<file path="src/rtl/gcd_pkg.sv">
// Shared types and defaults for the GCD arbiter slice.
package gcd_pkg;

  typedef enum logic [1:0] {
    IDLE  = 2'd0,
    ISSUE = 2'd1,
    WAIT  = 2'd2,
    RESP  = 2'd3
  } state_t;

  localparam int GCD_W           = 8;
  localparam int GCD_TIMEOUT_CYC = 255;

endpackage

</file>
<file path="src/rtl/gcd_arbiter_rr_pick.sv">
// rr_pick: combinational round-robin selector; returns the first requesting
// index at or after ptr, wrapping modulo NREQ.
module rr_pick #(
  parameter int NREQ = 4,
  parameter int IDW  = $clog2(NREQ)
) (
  input  logic [NREQ-1:0] req,
  input  logic [IDW-1:0]  ptr,
  output logic            valid,
  output logic [IDW-1:0]  idx
);

  logic [IDW-1:0] cand;

  always_comb begin
    valid = |req;
    idx   = '0;
    cand  = '0;
    // Walk offsets from farthest to nearest so the nearest hit wins.
    for (int k = NREQ - 1; k >= 0; k--) begin
      cand = IDW'((int'(ptr) + k) % NREQ);
      if (req[cand]) idx = cand;
    end
  end

endmodule

</file>
<file path="src/rtl/gcd_arbiter.sv">
// gcd_arbiter: round-robin sharing of one GCD unit among NREQ requesters.
// Define GCD_TIMEOUT_EN to add a WAIT timeout counter and the TIMEOUT output.
//
// state | meaning
// IDLE  | no grant; arbitrate REQ, latch operands on grant
// ISSUE | pulse GCD_START
// WAIT  | wait for a GCD_DONE rising edge (or timeout)
// RESP  | pulse ACK[GNT_ID], advance round-robin pointer
module gcd_arbiter
  import gcd_pkg::*;
#(
  parameter int NREQ = 4,
  parameter int W    = GCD_W,
`ifdef GCD_TIMEOUT_EN
  parameter int TIMEOUT_CYC = GCD_TIMEOUT_CYC,
`endif
  localparam int IDW = $clog2(NREQ)
) (
  input  logic            CLK,
  input  logic            RST,
  input  logic [NREQ-1:0] REQ,
  input  logic [NREQ*W-1:0] OPA,
  input  logic [NREQ*W-1:0] OPB,
  output logic [NREQ-1:0] ACK,
  output logic [W-1:0]    RES_Y,
  output logic            RES_ERR,
  output logic            BUSY,
  output logic [IDW-1:0]  GNT_ID,
  output logic            GCD_START,
  output logic [W-1:0]    GCD_A,
  output logic [W-1:0]    GCD_B,
  input  logic [W-1:0]    GCD_Y,
  input  logic            GCD_ERROR,
`ifdef GCD_TIMEOUT_EN
  input  logic            GCD_DONE,
  output logic            TIMEOUT
`else
  input  logic            GCD_DONE
`endif
);

  state_t         state, state_nxt;
  logic [IDW-1:0] rr_ptr, pick_idx;
  logic           pick_vld;
  logic           done_q, done_rise, to_hit;

  rr_pick #(.NREQ(NREQ), .IDW(IDW)) u_rr_pick (
    .req  (REQ),
    .ptr  (rr_ptr),
    .valid(pick_vld),
    .idx  (pick_idx)
  );

  // done_q resets high so a DONE held through reset is not taken as an edge.
  assign done_rise = GCD_DONE & ~done_q;

`ifdef GCD_TIMEOUT_EN
  localparam int TW = $clog2(TIMEOUT_CYC + 1);
  logic [TW-1:0] to_cnt;
  logic          to_flag;

  // Loaded in ISSUE so terminal count lands the ACK TIMEOUT_CYC cycles after START.
  assign to_hit  = (state == WAIT) && !done_rise && (to_cnt == '0);
  assign TIMEOUT = (state == RESP) && to_flag;

  always_ff @(posedge CLK) begin
    if (RST) begin
      to_cnt  <= '0;
      to_flag <= 1'b0;
    end else begin
      if (state == ISSUE)                      to_cnt <= TW'(TIMEOUT_CYC - 2);
      else if (state == WAIT && to_cnt != '0)  to_cnt <= to_cnt - 1'b1;
      if (state == ISSUE)  to_flag <= 1'b0;
      else if (to_hit)     to_flag <= 1'b1;
    end
  end
`else
  assign to_hit = 1'b0;
`endif

  always_ff @(posedge CLK) begin
    if (RST) state <= IDLE;
    else     state <= state_nxt;
  end

  always_comb begin
    state_nxt = state;
    case (state)
      IDLE:    if (pick_vld) state_nxt = ISSUE;
      ISSUE:   state_nxt = WAIT;
      WAIT:    if (done_rise || to_hit) state_nxt = RESP;
      RESP:    state_nxt = IDLE;
      default: state_nxt = IDLE;
    endcase
  end

  always_comb begin
    ACK       = '0;
    if (state == RESP) ACK[GNT_ID] = 1'b1;
    BUSY      = (state != IDLE);
    GCD_START = (state == ISSUE);
  end

  always_ff @(posedge CLK) begin
    if (RST) begin
      GNT_ID  <= '0;
      GCD_A   <= '0;
      GCD_B   <= '0;
      RES_Y   <= '0;
      RES_ERR <= 1'b0;
      rr_ptr  <= '0;
      done_q  <= 1'b1;
    end else begin
      done_q <= GCD_DONE;
      if (state == IDLE && pick_vld) begin
        GNT_ID <= pick_idx;
        GCD_A  <= OPA[int'(pick_idx)*W +: W];
        GCD_B  <= OPB[int'(pick_idx)*W +: W];
      end
      if (state == WAIT) begin
        if (done_rise) begin
          RES_Y   <= GCD_Y;
          RES_ERR <= GCD_ERROR;
        end else if (to_hit) begin
          RES_Y   <= '0;
          RES_ERR <= 1'b1;
        end
      end
      if (state == RESP)
        rr_ptr <= (GNT_ID == IDW'(NREQ - 1)) ? '0 : GNT_ID + 1'b1;
    end
  end

endmodule

</file>
<file path="config.mk">
export PLATFORM = sky130hd
export DESIGN_NAME = gcd_arbiter
export DESIGN_NICKNAME = d
export VERILOG_FILES = /design/src/rtl/gcd_pkg.sv /design/src/rtl/gcd_arbiter_rr_pick.sv /design/src/rtl/gcd_arbiter.sv
export SDC_FILE = /design/constraint.sdc
export NUM_CORES = 1
export LEC_CHECK = 0
export CORE_ASPECT_RATIO = 0.8
export CORE_UTILIZATION = 40
export DETAILED_ROUTE_END_ITERATION = 12
export GPL_ROUTABILITY_DRIVEN = 0
export PLACE_DENSITY_LB_ADDON = 0.1
export SYNTH_ARGS = -nofsm -noshare
export SYNTH_HDL_FRONTEND = slang
export SYNTH_SLANG_ARGS = --single-unit
</file>
<file path="constraint.sdc">
create_clock -name CLK -period 4.6 [get_ports CLK]
set_clock_uncertainty 0.1 [all_clocks]
set_input_delay 1.15 -clock CLK [delete_from_list [all_inputs] [get_ports CLK]]
set_output_delay 1.15 -clock CLK [all_outputs]
set_load 0.05 [all_outputs]
</file>
==> changes_impl.md, run 1 <==
### Changed

* Post-Syn Area at 1840 sq um
* Final net count at 396
* WL final at 4.85 mm
* Worst R2R Path Depth at 5
* Ys Warns at 0
* Reg clk slew, reported paths at 0.06 ns
* Post-CTS setup buffer count at 0
* Fmax achieved at slightly above 300 MHz
* Status: finished, final reports clean
* Clock network power share at 0.200
* Yosys Chip Area at 1840 sq um
* Worst Setup End Kind: register
* Most frequent cells after synthesis: 35 x mux2i_1, 32 x dfxtp_1, 20 x nor2_1
* Register-to-register setup slack at 2.35 ns
* Top cells by area: dfxtp_1 35%, mux2i_1 19%, mux2_2 5.5%
* IO Port Bufs at 112
* Worst hold stages at 2
* CTS buffer count at 5
* Leak pwr at around 1.3 nW
* Crit share post-route at 0.698
* Final Hold Vio Count at 0
* I/O pins at 113
* Slowest CP cell: o221ai_4
* Placement Cell Area at 2980 sq um
## run 1: sequential cells by signal (all words and copies together) (netlist names)
| register | flops |
|---|---|
| done_q | 1 |
| GNT_ID | 2 |
| GCD_B | 8 |
| state | 2 |
| GCD_A | 8 |
| rr_ptr | 2 |
| RES_ERR | 1 |
| RES_Y | 8 |
## run 1: per-stage QoR
stage	std cells	worst slack [ns]	utilization
3_3_place_gp	358	1.14	0.693
5_1_grt	366	1.25	0.717
4_1_cts	366	1.38	0.717
3_5_place_dp	358	1.08	0.693
6_report	366	1.39	0.717
2_1_floorplan	198	1.99	-
## run 1: cells by family after synthesis
| family | synth area share |
|---|---|
| AOI/OAI and AO/OA | 0.108 |
| DFF | 0.347 |
| adders and majority gates | 0.0543 |
| and+or+nand+nor | 0.191 |
| muxes | 0.245 |
| buffers and inverters | 0.0550 |
## run 1: power by group through the flow
stage	clock, W	sequential [W]	combinational (W)
floorplan	0	0.000534	0.000307
global placement	0	0.000377	0.000685
detailed placement	0	0.000378	0.000691
CTS	0.000268	0.000373	0.000692
global route	0.000286	0.000380	0.000738
finish	0.000264	0.000372	0.000686
## run 1: cell type report
class / instances / area, sq um
multi-input combinational: 147 / 1100
timing repair buffer: 115 / 1140
tap: 57 / 71.3
clock buffer: 6 / 72.6
inverter: 7 / 26.3
clock inverter: 2 / 35.0
fill: 385 / 1220
sequential: 32 / 641
## run 1: placed cells by master, fill, tap and decap left out, drive strengths merged
cell type	instances
clkdlybuf4s50	112
mux2i	35
dfxtp	32
nor2	20
nand2	12
or3	9
mux2	9
nand3	9
a31oi	9
nand3b	8
ha	8
o221ai	8
inv	7
clkbuf	6
a21oi	5
and2	4
nand2b	3
buf	3
nor4	1
o21ai	1
o2bb2a	1
a21boi	1
or3b	1
or2	1
a22oi	1
nor3	1
bufinv	1
clkinv	1
## run 1: worst max-delay path by stage
stage               slack, ns  cells past startpoint                     to                    from
floorplan                1.99                      2                 ACK[3]  GNT_ID[0]$_SDFFE_PP0P_
global placement         1.14                      6  GCD_A[6]$_SDFFE_PP0P_                  REQ[0]
detailed placement       1.08                      6  GCD_B[2]$_SDFFE_PP0P_                  REQ[0]
CTS                      1.38                      6  GCD_A[0]$_SDFFE_PP0P_                  REQ[0]
global route             1.25                      6  GCD_A[1]$_SDFFE_PP0P_                  REQ[0]
finish                   1.39                      6  GCD_B[2]$_SDFFE_PP0P_                  REQ[0]
## run 1: worst max-delay path, delay by kind of cell
kind / cells / cell delay [ns]
buffers and inverters: 2 / 0.90
AND-OR/OR-AND: 3 / 0.99
multiplexers: 1 / 0.21
## run 1: routing by layer
layer  up-vias  GRT usage  share of wire
met5         -          0              0
met2        71      0.342           0.47
li1        934          -              -
met4         0     0.0509         0.0087
met3         5     0.0730          0.078
met1       832      0.261           0.44
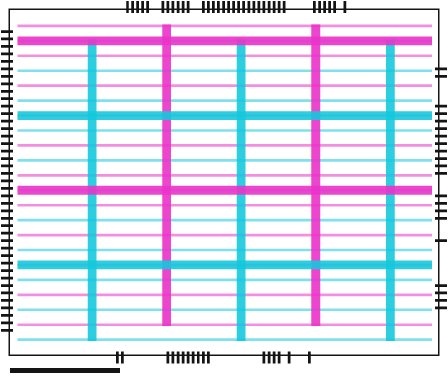
Figure 1: run 1, floorplan with the power grid.
Bar = 20 um. Pins as bars on the die edge.
- VSS: cyan
- VDD: magenta
- met4 straps: 5
- rows: 21
- signal pins: 113
- met5 straps: 4
- met1 rails: 22

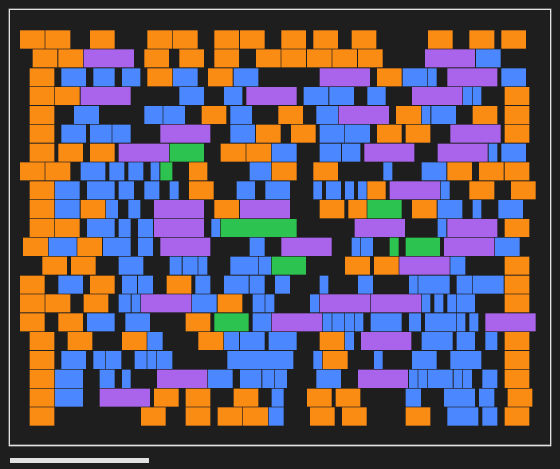
Figure 2: run 1, cells colored by class.
Bar = 20 um.
- clock drivers and dummy loads: green (cells 8; share of their area 3.6%)
- remaining logic cells: blue (cells 154; share of their area 37%)
- remaining buffers and delay cells: orange (cells 115; share of their area 38%)
- registers: purple (cells 32; share of their area 21%)
utilization after layout: 0.717
Post-Layout Inst Area: 3090 sq um
core area: 4310 sq um
sequential fraction of total cell area: 0.207

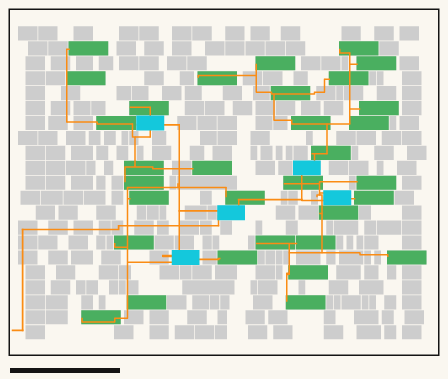
Figure 3: run 1, routed clock nets over the placement.
Bar = 20 um.
- clock wires: orange (length 423 um)
- flip-flops: green (count 32)
- clock-net drivers: cyan (count 5)
- routed clock nets: 6

Figure 4. Signal wires by layer (run 1).
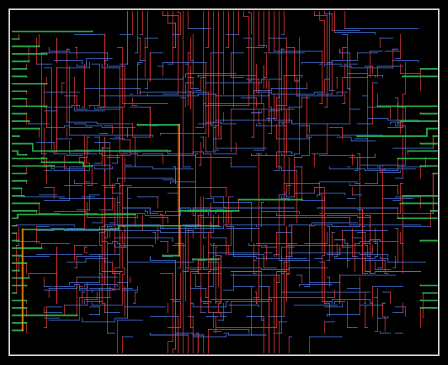

## Run 2: what changed since run 1
Settings changed: CORE_UTILIZATION 40 to 34.
Clock period 4.6 ns to 2.7 ns, I/O delays scaled along.
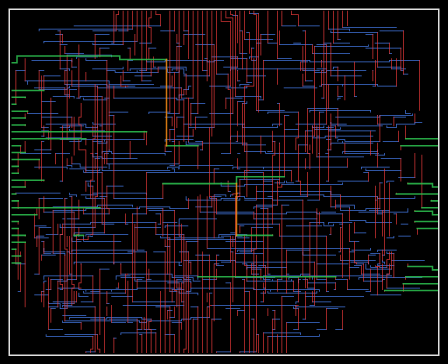
Figure 5: run 2, signal wires by layer.
- M1: blue (wire length 2,450 um)
- M2: red (wire length 2,530 um)
- M4: orange (wire length 27.2 um)
- M3: green (wire length 289 um)

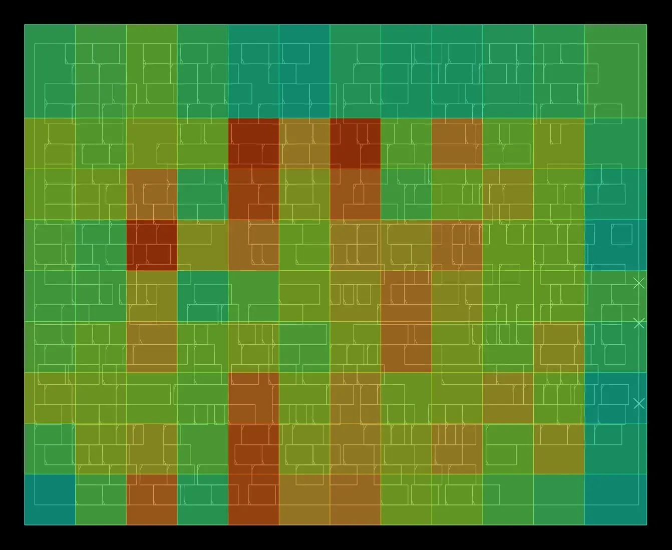
Figure 6: run 2, routing congestion map.
routed length per instance: 14.0 um
GRT Total Usage: 0.182
GRT Max-Usage Layer: met2
utilization after layout: 0.625
met3 global-route usage: 0.0458

==> changes_impl.md, run 2 <==
### Changed

* Yosys simple share at 0.191
* Top cells by area: dfxtp_1 35%, mux2i_1 19%, mux2_2 5.5%
* CP Depth at 6
* Failing checks: DRC
* Worst R2R Path Depth at 5
* Crit. Startpoint: REQ[2]
* Register-to-register setup slack at 0.64 ns
* Most common logic cells in the final layout: 107 x clkdlybuf4s50_1, 35 x mux2i_1, 32 x dfxtp_1
* Leak pwr at 1.37 nW
* Critical path capture point: GCD_B[4]$_SDFFE_PP0P_
* Yosys Chip Area at 1840 sq um
* Drt drc at 6
* Worst Setup End Kind: register
* Slowest CP cell: o221ai_2
* Post-CTS setup buffer count at 0
* WL final at 5.29 mm
* Yosys aoi share at 0.108
* Setup WS post-layout at 0.229 ns
* Final net count at approximately 400
* Logic family by area: multiplexers
* CP top delay family: AND-OR/OR-AND gates
* Met1 Resource Use GR at 0.227
* Final Hold Vio Count at 0
* Buf/Inv on CP at 1
* Post-Syn Area at 1840 sq um
* Distinct lib cells at 28
* Crit share post-route at 0.915
* Status: finished, violations left
* Xor+xnor area frac at 0
* Biggest regs: GCD_A: 8 flops, GCD_B: 8 flops, RES_Y: 8 flops
* Ys Warns at 0
* CTS buffer count at 5
* Fmax achieved at 405 MHz
* Top cell excl fill/tap: clkdlybuf4s50_1
* Adder Area Share at 0.0543
* I/O pins at 113
* Met2 Use GR at 0.320
==> run 2: cell counts after synthesis <==
No cell type changed its count.
==> run 2: worst min path at each step <==
stage | startpoint | endpoint | slack [ns] | cells after the start
floorplan | state[0]$_SDFFE_PP0P_ | state[0]$_SDFFE_PP0P_ | 0.41 | 2
global placement | GCD_A[5]$_SDFFE_PP0P_ | GCD_A[5]$_SDFFE_PP0P_ | 0.36 | 2
detailed placement | GCD_A[2]$_SDFFE_PP0P_ | GCD_A[2]$_SDFFE_PP0P_ | 0.36 | 2
CTS | GCD_A[2]$_SDFFE_PP0P_ | GCD_A[2]$_SDFFE_PP0P_ | 0.37 | 2
global route | GCD_A[2]$_SDFFE_PP0P_ | GCD_A[2]$_SDFFE_PP0P_ | 0.39 | 2
finish | GCD_A[2]$_SDFFE_PP0P_ | GCD_A[2]$_SDFFE_PP0P_ | 0.37 | 2
==> run 2: what timing repair did <==
item                                    4_1_cts  5_1_grt
hold endpoints to repair                      0        0
resized                                       0        2
endpoints found under the setup margin        0        6
==> run 2: final cells by class <==
class | count | area, sq um
multi-input cells | 148 | 1120
fillers | 464 | 1920
flip-flops and latches | 32 | 641
well taps | 62 | 77.6
repair buffers | 122 | 1230
clock buffers | 5 | 68.8
inverters | 7 | 26.3
clock inverters | 3 | 42.5
==> run 2: logic make-up (layout without fill, tap and decap cells) <==
kind of cell | count (synthesis) | after routing
and+or+nand+nor | 69 | 69
muxes | 44 | 44
DFF | 32 | 32
AOI/OAI and AO/OA | 26 | 27
buffers and inverters | 19 | 137
adders and majority gates | 8 | 8
==> run 2: metal layers <==
layer,part of all wire,vias up
met2,0.48,48
met3,0.055,4
met4,0.0051,0
li1,-,948
met1,0.46,853
met5,0,-
==> run 2: per-stage QoR <==
stage	area [sq um]	total power, W	hold WS, ns	cells
floorplan	1840	0.00143	0.407	198
global placement	3070	0.00186	0.355	370
detailed placement	3070	0.00187	0.359	370
CTS	3180	0.00233	0.368	378
global route	3200	0.00245	0.389	379
finish	3200	0.00231	0.366	379
==> run 2: tightest hold or removal path, delay by kind of cell, from the launching register on <==
family	cells	cell delay [ns]
DFF	1	0.31
and+or+nand+nor	1	0.05
AOI/OAI and AO/OA	1	0.06
==> run 2: where the power goes <==
group | switching [W] | total, W | internal [W]
combinational | 0.000726 | 0.00122 | 0.000494
clock | 0.000184 | 0.000457 | 0.000273
sequential | 0.0000637 | 0.000634 | 0.000571
total | 0.000974 | 0.00231 | 0.00134
No activity file was given, so power comes from the tool's default toggle rates.
